Design arbitro_periferico, sky130hd; sources not shown.
m1.png
Bar = 20 um.
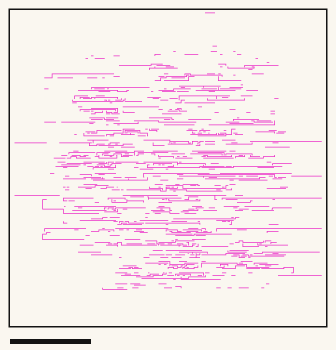
main direction: horizontal
wire length on this layer: 2100 um
longest straight run: 25.8 um
Post-Route WL: 4730 um
via count: 1711
M1 GR Usage: 0.197

ff_map.png
Bar = 20 um.
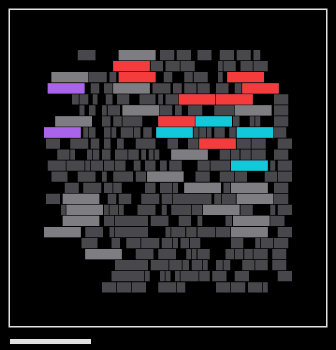
[purple] `state_r` | sequential cells: 2
[cyan] `arb_ack` | sequential cells: 4
[red] `arb_contador` | sequential cells: 8
not coloured: 19
sequential cell area share: 0.314
fin util: 0.718
FF+latch area: 826 um2
Seq. pwr: 439 uW

==> run_results.csv <==
group,metric,value,unit
outcome,status,"completed",
timing,max_slew_margin,0.534,
synth,synth_cell_type_count,43,
timing,period_used_share,0.663,
worst_setup_path,max_stage_delay,0.63,ns
worst_setup_path,worstPathMaxFanout,8,
routing,firstDrtPassIters,4,
synth,yosys-stat-cells,197,
synth,yosys_area,2060,um2
synth,most_common_cell,"dfrtp_1",
worst_setup_path,critPathRequiredTime,5.69,ns
place,port_buffers,45,
timing,finalMaxSlewViolations,0,
die,std_cell_rows,22,
worst_setup_path,cp_data_arrival_time,3.84,ns
grt,grt_pass1_wl,8260,um
run,drv_cap,0,
power_and_ir_drop,ir_drop,0.000327,V
layout,fill_cells,285,
synth,top_area_frac,0.401,
worst_setup_path,reg2reg_depth,7,
cts,clockBufferDepth,2,
worst_setup_path,critPathSlowestCell,"or4b_4",
synth,ys_warn_count,0,
synth,avgSynthCellArea,10.4,um2
synth,netlist_area,2060,um2
die,core_area,3660,um2
synth,synth-async-reset-ratio,1.00,
cts,path_clk_slew,0.07,ns
timing,fmax,274,MHz
layout,diodes,0,
power_and_ir_drop,p_leak,0.00113,uW
synth,common_cells,"33 x dfrtp_1, 16 x ha_1, 16 x inv_1",
die,top_level_ports,46,
layout,final-comb-area,1150,um2
die,die_w,77.7,um
synth,flop_cell,"dfrtp_1",
place,place_area,2540,um2
timing,whs,0.477,ns
synth,synth-edff-count,0,
-- critical path: cells and delay by family --
family	cells	cell delay, ns
mux	1	0.61
buf+inv	1	0.48
compound gates	3	0.73
simple gates	1	0.63
-- power breakdown --
part	leakage, uW	internal [uW]	switching, uW
sequential	0.000423	341	98.1
clock	0.0000439	87.1	85.6
combinational	0.000660	387	634
-- per-layer routing --
| metal | GRT usage | part of all wire | up-vias |
|---|---|---|---|
| met1 | 0.197 | 0.44 | 828 |
| met2 | 0.274 | 0.49 | 46 |
| li1 | - | - | 829 |
| met5 | 0 | 0 | - |
| met3 | 0.0449 | 0.056 | 8 |
| met4 | 0.0528 | 0.013 | 0 |
-- layout make-up --
cell class | instances | share of cell area
clock buffers | 5 | 0.0262
clock inverters | 3 | 0.00667
inverters | 16 | 0.0229
multi-input cells | 144 | 0.438
flip-flops and latches | 33 | 0.314
well taps | 48 | 0.0229
repair buffers | 45 | 0.170
-- cell usage in the layout, fill, tap and decap left out, types with 3 or more instances in the layout --
master / n
a22oi_1: 4
clkdlybuf4s50_1: 44
ha_1: 16
nand3b_1: 10
nor2b_1: 3
mux4_2: 4
o21ai_0: 10
nand2_1: 15
inv_1: 16
nand2b_1: 7
and3_1: 3
a32oi_1: 4
mux2_2: 3
dfrtp_1: 33
a311oi_1: 3
o2111ai_1: 4
nor2_1: 8
xor2_1: 3
a22o_1: 6
nand3_1: 8
nand4_1: 6
clkbuf_8: 5
xnor2_1: 4
-- kinds of logic after synthesis --
logic type / after synthesis / synth area share
compound gates: 46 / 0.179
xor+xnor: 7 / 0.0298
fa+ha+maj: 16 / 0.0973
buf+inv: 20 / 0.0401
flops: 33 / 0.401
mux: 8 / 0.0650
simple gates: 67 / 0.187
Power and IR drop assume default switching activity.
